[config.mk]
export PLATFORM = sky130hd
export DESIGN_NAME = hw_ptr_wrbck
export DESIGN_NICKNAME = d
export VERILOG_FILES = /design/src/rtl/hw_ptr_wrbck_pkg.sv /design/src/rtl/hw_ptr_wrbck_fmt.sv /design/src/rtl/hw_ptr_wrbck.sv
export SDC_FILE = /design/constraint.sdc
export NUM_CORES = 1
export LEC_CHECK = 0
export CORE_MARGIN = 5
export CORE_UTILIZATION = 25
export DETAILED_ROUTE_END_ITERATION = 12
export GPL_TIMING_DRIVEN = 0
export PLACE_DENSITY = 0.5
export SYNTH_ARGS = -nofsm -noshare
export SYNTH_HDL_FRONTEND = slang
export SYNTH_HIERARCHICAL = 1
export SYNTH_SLANG_ARGS = --single-unit
export TNS_END_PERCENT = 30
[constraint.sdc]
create_clock -name clk -period 2.1 [get_ports clk]
set_input_delay 0.42 -clock clk [delete_from_list [all_inputs] [get_ports clk]]
set_output_delay 0.42 -clock clk [all_outputs]
set_load 0.05 [all_outputs]
[src/rtl/hw_ptr_wrbck_pkg.sv]
// Shared constants, FSM/beat encodings and byte-swap helper for the hardware pointer writeback engine.
package hw_ptr_wrbck_pkg;

    localparam logic [6:0] MEM_WR32_FMT_TYPE = 7'b10_00000;
    localparam logic [6:0] MEM_WR64_FMT_TYPE = 7'b11_00000;
    localparam logic [9:0] WRBCK_LEN_DW      = 10'd2;

    typedef enum logic [2:0] {
        ST_IDLE,
        ST_REQ,
        ST_H0,
        ST_H1,
        ST_D
    } state_e;

    typedef enum logic [1:0] {
        BEAT_HDR0 = 2'd0,
        BEAT_HDR1 = 2'd1,
        BEAT_DATA = 2'd2
    } beat_e;

    // Pointer payload goes out little-endian within each DW.
    function automatic logic [31:0] bswap32(input logic [31:0] x);
        return {x[7:0], x[15:8], x[23:16], x[31:24]};
    endfunction

endpackage

[src/rtl/hw_ptr_wrbck_fmt.sv]
// Combinational TRN beat formatter for the 2-DW pointer MemWr TLP (3DW or 4DW header chosen by address).
module hw_ptr_wrbck_fmt
    import hw_ptr_wrbck_pkg::*;
#(
    parameter logic [7:0] TAG = 8'h00
) (
    input  logic [63:2] addr_s,
    input  logic [63:0] ptr_s,
    input  logic [15:0] cpl_id,
    input  logic [1:0]  beat_idx,
    output logic [63:0] td,
    output logic [7:0]  trem_n
);

    logic        is64;
    logic [6:0]  fmt_type;
    logic [31:0] dw0;
    logic [31:0] dw1;
    logic [31:0] d0;
    logic [31:0] d1;
    logic [31:0] addr_lo;

    always_comb begin
        is64     = |addr_s[63:32];
        fmt_type = is64 ? MEM_WR64_FMT_TYPE : MEM_WR32_FMT_TYPE;
        dw0      = {1'b0, fmt_type, 1'b0, 3'b000, 4'b0000, 1'b0, 1'b0, 2'b00, 2'b00, WRBCK_LEN_DW};
        dw1      = {cpl_id, TAG, 4'hF, 4'hF};
        d0       = bswap32(ptr_s[31:0]);
        d1       = bswap32(ptr_s[63:32]);
        addr_lo  = {addr_s[31:2], 2'b00};
        td       = 64'h0;
        trem_n   = 8'hFF;
        case (beat_idx)
            BEAT_HDR0: begin
                td     = {dw0, dw1};
                trem_n = 8'h00;
            end
            BEAT_HDR1: begin
                td     = is64 ? {addr_s[63:32], addr_lo} : {addr_lo, d0};
                trem_n = 8'h00;
            end
            BEAT_DATA: begin
                // 3DW header leaves only D1 for the last beat, in the upper DW.
                td     = is64 ? {d0, d1} : {d1, 32'h0};
                trem_n = is64 ? 8'h00 : 8'h0F;
            end
            default: begin
                td     = 64'h0;
                trem_n = 8'hFF;
            end
        endcase
    end

endmodule

[src/rtl/hw_ptr_wrbck.sv]
// Posts the 64-bit hardware ring pointer to host memory as a MemWr TLP whenever it changes.
// Optional HW_WRBCK_HOLDOFF_EN enforces HOLDOFF_CYCLES between TLP starts to coalesce bursts.
module hw_ptr_wrbck
    import hw_ptr_wrbck_pkg::*;
#(
    parameter int         HOLDOFF_CYCLES = 64,
    parameter logic [7:0] TAG            = 8'h00
) (
    input  logic        clk,
    input  logic        rst_n,
    input  logic        wrbck_en,
    input  logic [63:0] host_addr,
    input  logic [63:0] hw_ptr,
    input  logic [15:0] cfg_completer_id,
    output logic        tx_req,
    input  logic        tx_gnt,
    output logic [63:0] trn_td,
    output logic [7:0]  trn_trem_n,
    output logic        trn_tsof_n,
    output logic        trn_teof_n,
    output logic        trn_tsrc_rdy_n,
    input  logic        trn_tdst_rdy_n,
    input  logic [3:0]  trn_tbuf_av,
    output logic        wrbck_done
);

    // TRN handshake: a beat transfers on a clock edge where src_rdy_n and dst_rdy_n are both low;
    // until then the beat (td/trem_n/sof_n/eof_n) is held unchanged.

    state_e      state_q, state_d;
    logic [63:0] ptr_s_q, ptr_s_d;
    logic [63:2] addr_s_q, addr_s_d;
    logic [63:0] last_q, last_d;
    logic        tx_req_q, tx_req_d;
    logic [63:0] td_q, td_d;
    logic [7:0]  trem_q, trem_d;
    logic        sof_q, sof_d;
    logic        eof_q, eof_d;
    logic        src_q, src_d;
    logic        done_q, done_d;

    logic        beat_acc;
    logic        launch;
    logic        hold_ok;
    logic [1:0]  fmt_idx;
    logic [63:0] fmt_td;
    logic [7:0]  fmt_trem;
    logic        unused_ok;

    assign unused_ok = ^{host_addr[1:0], trn_tbuf_av[3:2], trn_tbuf_av[0]};
    assign beat_acc  = !src_q && !trn_tdst_rdy_n;
    assign launch    = (state_q == ST_IDLE) && wrbck_en && (hw_ptr != last_q) && hold_ok;

`ifdef HW_WRBCK_HOLDOFF_EN
    localparam int              HOLD_W    = $clog2(HOLDOFF_CYCLES + 1);
    localparam logic [HOLD_W-1:0] HOLD_LOAD = HOLD_W'(HOLDOFF_CYCLES - 1);
    logic [HOLD_W-1:0] hold_q, hold_d;

    always_comb begin
        hold_d = (hold_q != '0) ? hold_q - 1'b1 : hold_q;
        if (launch) hold_d = HOLD_LOAD;
    end

    always_ff @(posedge clk or negedge rst_n) begin
        if (!rst_n) hold_q <= '0;
        else        hold_q <= hold_d;
    end

    assign hold_ok = (hold_q == '0);
`else
    assign hold_ok = 1'b1;
`endif

    always_comb begin
        case (state_q)
            ST_H0:   fmt_idx = BEAT_HDR1;
            ST_H1:   fmt_idx = BEAT_DATA;
            default: fmt_idx = BEAT_HDR0;
        endcase
    end

    hw_ptr_wrbck_fmt #(.TAG(TAG)) u_fmt (
        .addr_s   (addr_s_q),
        .ptr_s    (ptr_s_q),
        .cpl_id   (cfg_completer_id),
        .beat_idx (fmt_idx),
        .td       (fmt_td),
        .trem_n   (fmt_trem)
    );

    always_comb begin
        state_d  = state_q;
        ptr_s_d  = ptr_s_q;
        addr_s_d = addr_s_q;
        last_d   = last_q;
        tx_req_d = tx_req_q;
        td_d     = td_q;
        trem_d   = trem_q;
        sof_d    = sof_q;
        eof_d    = eof_q;
        src_d    = src_q;
        done_d   = 1'b0;
        case (state_q)
            ST_IDLE: begin
                if (launch) begin
                    ptr_s_d  = hw_ptr;
                    addr_s_d = host_addr[63:2];
                    tx_req_d = 1'b1;
                    state_d  = ST_REQ;
                end
            end
            ST_REQ: begin
                if (tx_gnt && trn_tbuf_av[1]) begin
                    td_d    = fmt_td;
                    trem_d  = fmt_trem;
                    sof_d   = 1'b0;
                    src_d   = 1'b0;
                    state_d = ST_H0;
                end
            end
            ST_H0: begin
                if (beat_acc) begin
                    td_d    = fmt_td;
                    trem_d  = fmt_trem;
                    sof_d   = 1'b1;
                    state_d = ST_H1;
                end
            end
            ST_H1: begin
                if (beat_acc) begin
                    td_d    = fmt_td;
                    trem_d  = fmt_trem;
                    eof_d   = 1'b0;
                    state_d = ST_D;
                end
            end
            ST_D: begin
                if (beat_acc) begin
                    td_d     = 64'h0;
                    trem_d   = 8'hFF;
                    eof_d    = 1'b1;
                    src_d    = 1'b1;
                    tx_req_d = 1'b0;
                    last_d   = ptr_s_q;
                    done_d   = 1'b1;
                    state_d  = ST_IDLE;
                end
            end
            default: state_d = ST_IDLE;
        endcase
    end

    always_ff @(posedge clk or negedge rst_n) begin
        if (!rst_n) begin
            state_q  <= ST_IDLE;
            ptr_s_q  <= 64'h0;
            addr_s_q <= '0;
            last_q   <= 64'h0;
            tx_req_q <= 1'b0;
            td_q     <= 64'h0;
            trem_q   <= 8'hFF;
            sof_q    <= 1'b1;
            eof_q    <= 1'b1;
            src_q    <= 1'b1;
            done_q   <= 1'b0;
        end else begin
            state_q  <= state_d;
            ptr_s_q  <= ptr_s_d;
            addr_s_q <= addr_s_d;
            last_q   <= last_d;
            tx_req_q <= tx_req_d;
            td_q     <= td_d;
            trem_q   <= trem_d;
            sof_q    <= sof_d;
            eof_q    <= eof_d;
            src_q    <= src_d;
            done_q   <= done_d;
        end
    end

    assign tx_req         = tx_req_q;
    assign trn_td         = td_q;
    assign trn_trem_n     = trem_q;
    assign trn_tsof_n     = sof_q;
    assign trn_teof_n     = eof_q;
    assign trn_tsrc_rdy_n = src_q;
    assign wrbck_done     = done_q;

endmodule

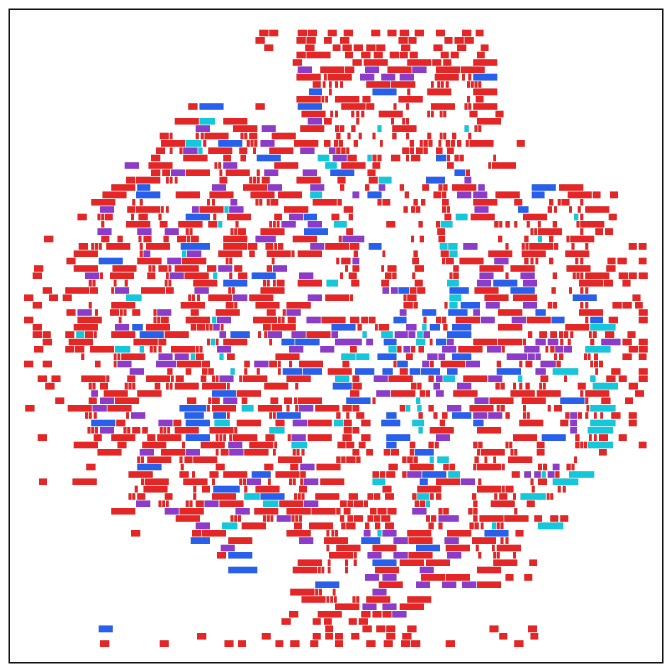
Figure 1: run 1, cell sizes after repair.
red -> _0 and _1 cells  # cells 1189, most used nand2_1
cyan -> _2 cells  # cells 81, most used clkbuf_2
purple -> _3 and _4 cells  # cells 181, most used mux2_4
blue -> _6 and larger  # cells 93, most used clkbuf_16

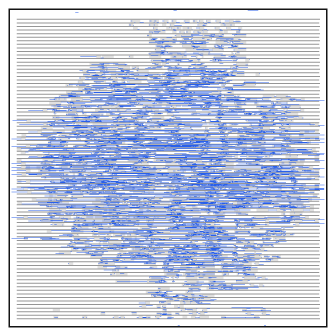
Figure 2: run 1, signal wires on met1.
Supply wires on this layer in gray. Cells faint in the background.
share of all routed wire = 46%
longest straight run = 67.6 um
wire length on this layer = 24.3 mm
nets with wire on the layer = 1543
main direction = horizontal

==> reports/metrics.yaml, run 1 <==
diodes: 4
use_met2: 0.282
edf_count: 0
avgSynthCellArea_um2: 10.8
synth_top_flop_cell: "dfrtp_1"
muxShareOfSynthArea: 0.158
criticalPathCategory: "in2reg"
setup-violations-final: 177
drc_errors: 0
start_kind: "primary input"
yosys_warnings: 6
layout_top_cell: "nand2_1"
worstHoldPathCells: 2
rrSetupSlack_ns: -0.52
cts.sinks: 270
async_flop_share: 1.00
ff_count: 270
port_buffers: 224
cts_max_level: 2
setup_ws_ns: -0.533
topCombFamilyByArea: "simple AND/OR/NAND/NOR gates"
r2r_start: "last_q[17]"
min-delay-start: "hw_ptr[27]"
drv_cap: 0
syn2layout_area_growth_pct: 38.0
dominant_cells: "registers"
arrival_ns: 3.05
wl_per_cell_um: 23.6
post_route_cells_drive_above_1_share: 0.230
tapCellCount: 688
ys_sh_xor: 0.0420
holdWs_ns: 0.380
final_cell_area_um2: 18400
status: "complete, but fails checks"
cts_tree: "yes"
synth_cells: 1241
placed_area_um2: 16500
synthAoiAreaFrac: 0.0721
warnings: 36
viasPerCell: 4.69
detail_route.iter0.violations: 852
rr_worst_depth: 8
grt_use_total: 0.176
min_to: "ptr_s_q[27]"
dp_hpwl_um: 40800
fin_crit_ns: 2.63
nNetsFinal: 1675
rows: 84
grt_pass1_wl_um: 75300
top_area_frac: 0.486
grt_max_degree: 121
gp_congestion: 0.876
gr-usage-met3: 0.0383
seqCellArea_um2: 6770
cp.required_ns: 2.52
clk_pin_slew_ns: 0.06
floorplan.nets: 1394
area_share_nonclk_buffers: 0.182
initial_utilization: 0.253
cp_num_buf_inv: 3
ys_seq_share: 0.507
drv_slew: 0
inverters: 5
die_area_um2: 58100
hold_viol_final: 0
crit_start: "hw_ptr[32]"
comb_area_um2: 6310
worstMarginPinSlew_ns: 0.637
vias: 10500
coreArea_um2: 52800
use_met1: 0.245
utilization: 0.349
io_pins: 230
slowest_stage: "clkdlybuf4s50_1"
finalClockPeriodUsage: 1.25
cpLargestDelayFamily: "simple AND/OR/NAND/NOR gates"
simple_gate_area_frac: 0.167
dp_cells: 2155
max-vdd-ir-drop_mv: 0.590
fin_cells: 2236
synth_area_leader_cell: "dfrtp_1"
crit_cells: 9
num-clock-buffers: 49
crit_path_end: "addr_s_q[23]"
cellPowerDensity_nw_per_um2: 1510
endpoint_kind: "register"
violations: "setup timing"
comb_share: 0.342
path_cells: "clkdlybuf4s50_1 > xnor2_1 > nand4_1 > nor4_1 > nand4_1 > nand4_4 > buf_12 > buf_12 > mux2_4"
yosys.area_share.adder: 0
dr.pass1.iters: 5
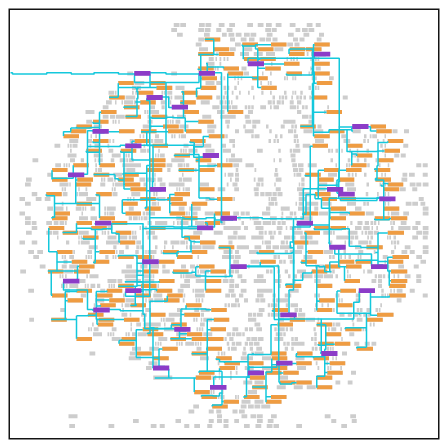
Figure 3: run 1, clock distribution.
cyan -> clock wires  # length 4370 um
purple -> clock drivers  # count 34
orange -> flip-flops  # count 270
flops lie = spread over the die

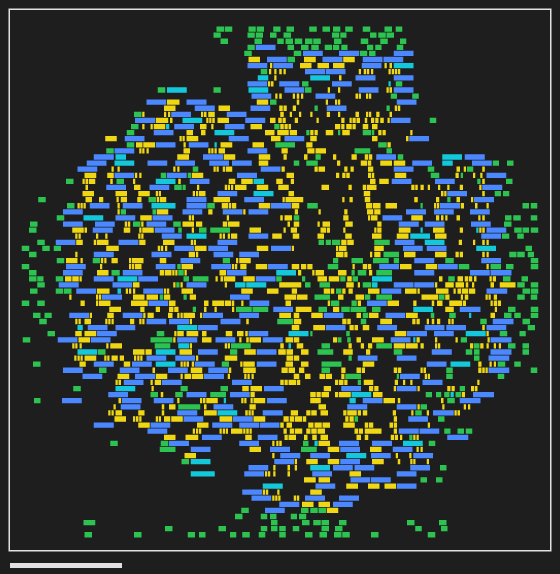
Figure 4: run 1, cell classes on the final placement.
The bar under the picture is 50 um long.
green -> remaining buffers and delay cells  # cells 335
blue -> sequential cells  # cells 270
cyan -> clock drivers and dummy loads  # cells 58
yellow -> combinational and other logic  # cells 881

==> run 1: worst register-to-register path, cell delays in order, from the launching register on <==
cell	delay, ns
dfrtp_1	0.41
xnor2_2	0.24
nand4_1	0.17
nor4_4	0.36
nand4_1	0.36
nand4_4	0.28
buf_12	0.19
buf_12	0.18
mux2_4	0.32
==> run 1: repair_timing <==
action | CTS | global route
pin swaps | 25 | 25
hold buffers | 1 | 0
hold endpoints to repair | 70 | 0
setup buffers | 13 | 3
gates resized | 198 | 67
endpoints found under the setup margin | 337 | 259
gates cloned | 0 | 3
==> run 1: cell usage after synthesis (2+ instances only) <==
library cell	instances
a21boi_0	8
a21oi_1	28
a221o_1	5
a221oi_1	8
a22oi_1	14
a32oi_1	6
and2_1	2
and3_1	2
buf_1	3
buf_12	11
buf_2	21
buf_4	8
buf_6	14
clkbuf_1	31
clkbuf_8	2
dfrtp_1	259
dfstp_2	11
inv_1	4
mux2_1	18
mux2_2	8
mux2_4	100
mux2i_1	32
nand2_1	369
nand2b_1	2
nand3_1	86
nand4_1	19
nor2_1	8
nor2b_1	4
nor3_1	2
nor4_1	11
o211ai_1	15
o21a_1	3
o21ai_0	16
o21ai_1	3
o22ai_1	21
o2bb2ai_1	10
or2_1	2
xnor2_1	64
==> run 1: report_power, final <==
part	internal [mW]	switching, mW
Sequential	7.46	2.63
Clock	3.51	2.35
Combinational	5.41	6.45
Total	16.4	11.4
==> run 1: per-layer routing <==
| metal | up-vias | wire, um |
|---|---|---|
| met5 | - | 42 |
| met2 | 286 | 24300 |
| met4 | 6 | 1220 |
| met1 | 5287 | 24300 |
| li1 | 4839 | - |
| met3 | 69 | 2940 |
## Run 2: what changed since run 1
- MAX_ROUTING_LAYER: unset -> met4
==> run 2 against run 1 <==
  * The flow still finishes with violations (setup timing)
  * Power grew 2.2%
  * Clock-buffer cell count rose by 2
  * Sequential power about the same
  * Non-clock buffer count is 2 higher
  * Combinational power about the same
  * Setup slack worse by 0.0088 ns
==> reports/metrics.yaml, run 2 <==
status: "complete, but fails checks"
violations: "setup timing"
final_antenna_net_count: 0
clock_latency_ns: 0.55
cts_tree: "yes"
skew_ns: 0.0268
wl_um: 52700
critPathMaxStageDelay_ns: 0.54
detail_route.iter0.violations: 781
synthTopCellsByArea: "dfrtp_1 (49%), mux2_4 (11%), nand2_1 (10%)"
crit_start: "hw_ptr[32]"
synth_chip_area_um2: 13300
clock.fmax_mhz: 379
port_buffers: 224
grt_overflow: 0
nNetsFinal: 1677
edf_count: 0
drc_errors: 0
path_cells: "clkdlybuf4s50_1 > xnor2_1 > nand4_1 > nor4_1 > nand4_1 > nand4_4 > buf_12 > buf_12 > mux2_4"
use_met2: 0.281
max-vdd-ir-drop_mv: 0.526
final_layout_top_logic_cells: "nand2_1 (368), dfrtp_1 (258), clkdlybuf4s50_1 (144), mux2_4 (126), nand3_1 (82)"
gp_congestion: 0.888
dr.pass1.iters: 5
synth_flop_count: 270
grt_max_degree: 121
grt_pass1_vias: 10600
num-fill-cells: 5305
use_met1: 0.242
top_cell: "nand2_1"
yosys.area_share.adder: 0
yosys_warnings: 6
p_comb_frac: 0.426
crit_path_end: "addr_s_q[23]"
p_sw_mw: 11.5
leakage_nw: 8.85
post_route_cells_drive_above_1_share: 0.236
floorplan.nets: 1394
worstHoldPathCells: 2
cellPowerDensity_nw_per_um2: 1530
slowest_stage: "clkdlybuf4s50_1"
clkPwrFrac: 0.219
worstMarginPinSlew_ns: 0.699
synth_cells: 1241
hold_viol_final: 0
criticalPathCategory: "in2reg"
antenna_found_initial: 9
ctsResizeCount: 224
ys_sh_xor: 0.0420
min-delay-start: "hw_ptr[25]"
start_kind: "primary input"
initial_utilization: 0.253
r2r_start: "last_q[16]"
viasPerCell: 4.66
min_to: "ptr_s_q[25]"
synthAoiAreaFrac: 0.0721
gr-usage-met3: 0.0403
rsz0062_at_grt: "true"
timing.slew.headroom: 0.534
io_pins: 230
rr_worst_depth: 8
setup_ws_ns: -0.542
seqPwrFrac: 0.356
coreArea_um2: 52800
endpoint_kind: "register"
synth_area_leader_cell: "dfrtp_1"
rrSetupSlack_ns: -0.53
clk_pin_slew_ns: 0.06
yosysCellCount: 1241
rows: 84
utilization: 0.353
cp.required_ns: 2.52
hold_class: "in2reg"
top_area_frac: 0.486
setup-violations-final: 175
simple_gate_area_frac: 0.167
grt.busiest_layer: "met2"
wl_per_cell_um: 23.5
drv_cap: 0
async_flop_share: 1.00
dp_hpwl_um: 40600
power.internal_mw: 16.9
grt_pass1_wl_um: 74100
fin_crit_ns: 2.64
grt_use_total: 0.180
yosys-top-cells-count: "nand2_1 (369), dfrtp_1 (259), mux2_4 (100), nand3_1 (86), xnor2_1 (64)"
layout_top_cell: "nand2_1"
post-cts-setup-buffer-count: 16
p_sw_frac: 0.406
synth_cell_type_count: 49
synth_area_um2: 13300
syn2layout_area_growth_pct: 39.5
cts_max_level: 2
warnings: 35
drv_slew: 0
finalClockPeriodUsage: 1.26
die_area_um2: 58100
root_buffer: "clkbuf_16"
cp_max_fo: 10
muxShareOfSynthArea: 0.158
vias: 10500
die_h_um: 241
reg2reg_to: "addr_s_q[23]"
ctsHoldBuffers: 1
ys_seq_share: 0.507
cts_buffers: 34
avgSynthCellArea_um2: 10.8
arrival_ns: 3.06
synth_top_flop_cell: "dfrtp_1"
cts_buffer_depth: 3
topCombFamilyByArea: "simple AND/OR/NAND/NOR gates"
dieWidth_um: 241
fin_tns_setup_ns: -68.56
==> run 2: power groups by stage <==
| stage | Clock, mW | Sequential [mW] | Combinational, mW |
|---|---|---|---|
| floorplan | 0 | 10.7 | 6.01 |
| global placement | 0 | 9.93 | 11.1 |
| detailed placement | 0 | 9.99 | 11.2 |
| CTS | 6.35 | 10.0 | 11.9 |
| global route | 6.56 | 10.3 | 12.8 |
| finish | 6.21 | 10.1 | 12.1 |
==> run 2: cell type report <==
type                    count  area, um^2  area share
clock buffers              51        1060      0.0567
repair buffers            248        2520       0.135
clock inverters             9         146     0.00786
well taps                 688         861      0.0462
multi-input cells         876        6340       0.340
flip-flops and latches    270        6770       0.364
diodes                      9        22.5     0.00121
plain buffers              89         881      0.0473
inverters                   5        26.3     0.00141
==> run 2: stage by stage <==
stage	setup slack [ns]	cell area [um^2]	cells	total power, mW	hold slack, ns
final	-0.542	18600	2245	28.4	0.324
after CTS	-0.497	18400	2233	28.3	0.373
after floorplan	0.0459	13300	1241	16.7	0.124
after global routing	-0.569	18600	2245	29.7	0.310
after global placement	-11.46	16500	2153	21.1	0.446
after detailed placement	-1.31	16500	2155	21.2	0.446
==> run 2: cell families after synthesis <==
logic type                count (synthesis)
AOI/OAI and AO/OA                       140
xor gates and xnor gates                 64
buffers and inverters                    95
DFF                                     270
muxes                                   158
and+or+nand+nor                         514
==> run 2: critical path, delay by kind of cell <==
family / cells / cell delay, ns
simple gates: 4 / 1.13
buf+inv: 3 / 0.91
mux: 1 / 0.30
xor+xnor: 1 / 0.27
==> run 2: metal layers <==
| metal | vias to the layer above | wire length [um] |
|---|---|---|
| met5 | - | 0 |
| met4 | 0 | 996 |
| met3 | 56 | 3090 |
| met2 | 284 | 24700 |
| met1 | 5260 | 23900 |
| li1 | 4860 | - |
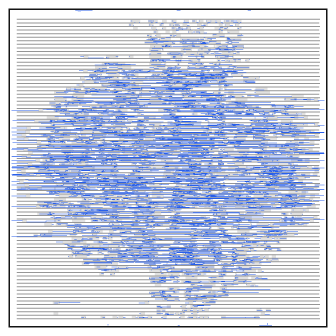
Figure 5: run 2, signal wires on met1.
Supply wires on this layer in gray. Cells faint in the background.
main direction = horizontal
nets with wire on the layer = 1562

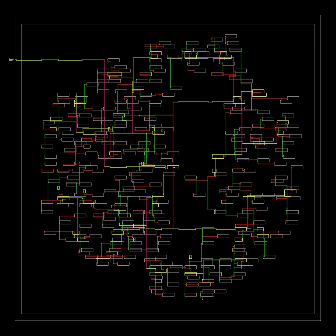
Figure 6: run 2, clock routing.
Seq cells: 270
CTS Sinks: 270
clk pwr: 6.21 mW

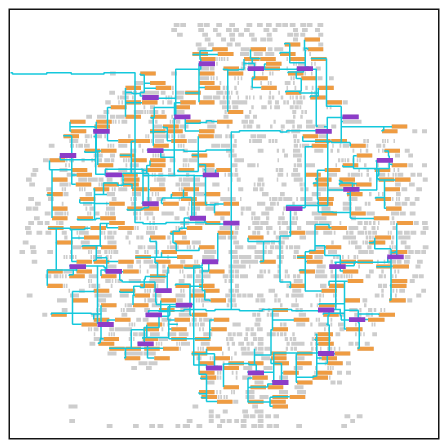
Figure 7: run 2, clock distribution.
cyan -> clock wires  # length 4160 um
purple -> clock drivers  # count 34
orange -> flip-flops  # count 270
routed clock nets = 35
flops lie = spread over the die

Power and IR drop assume default switching activity.
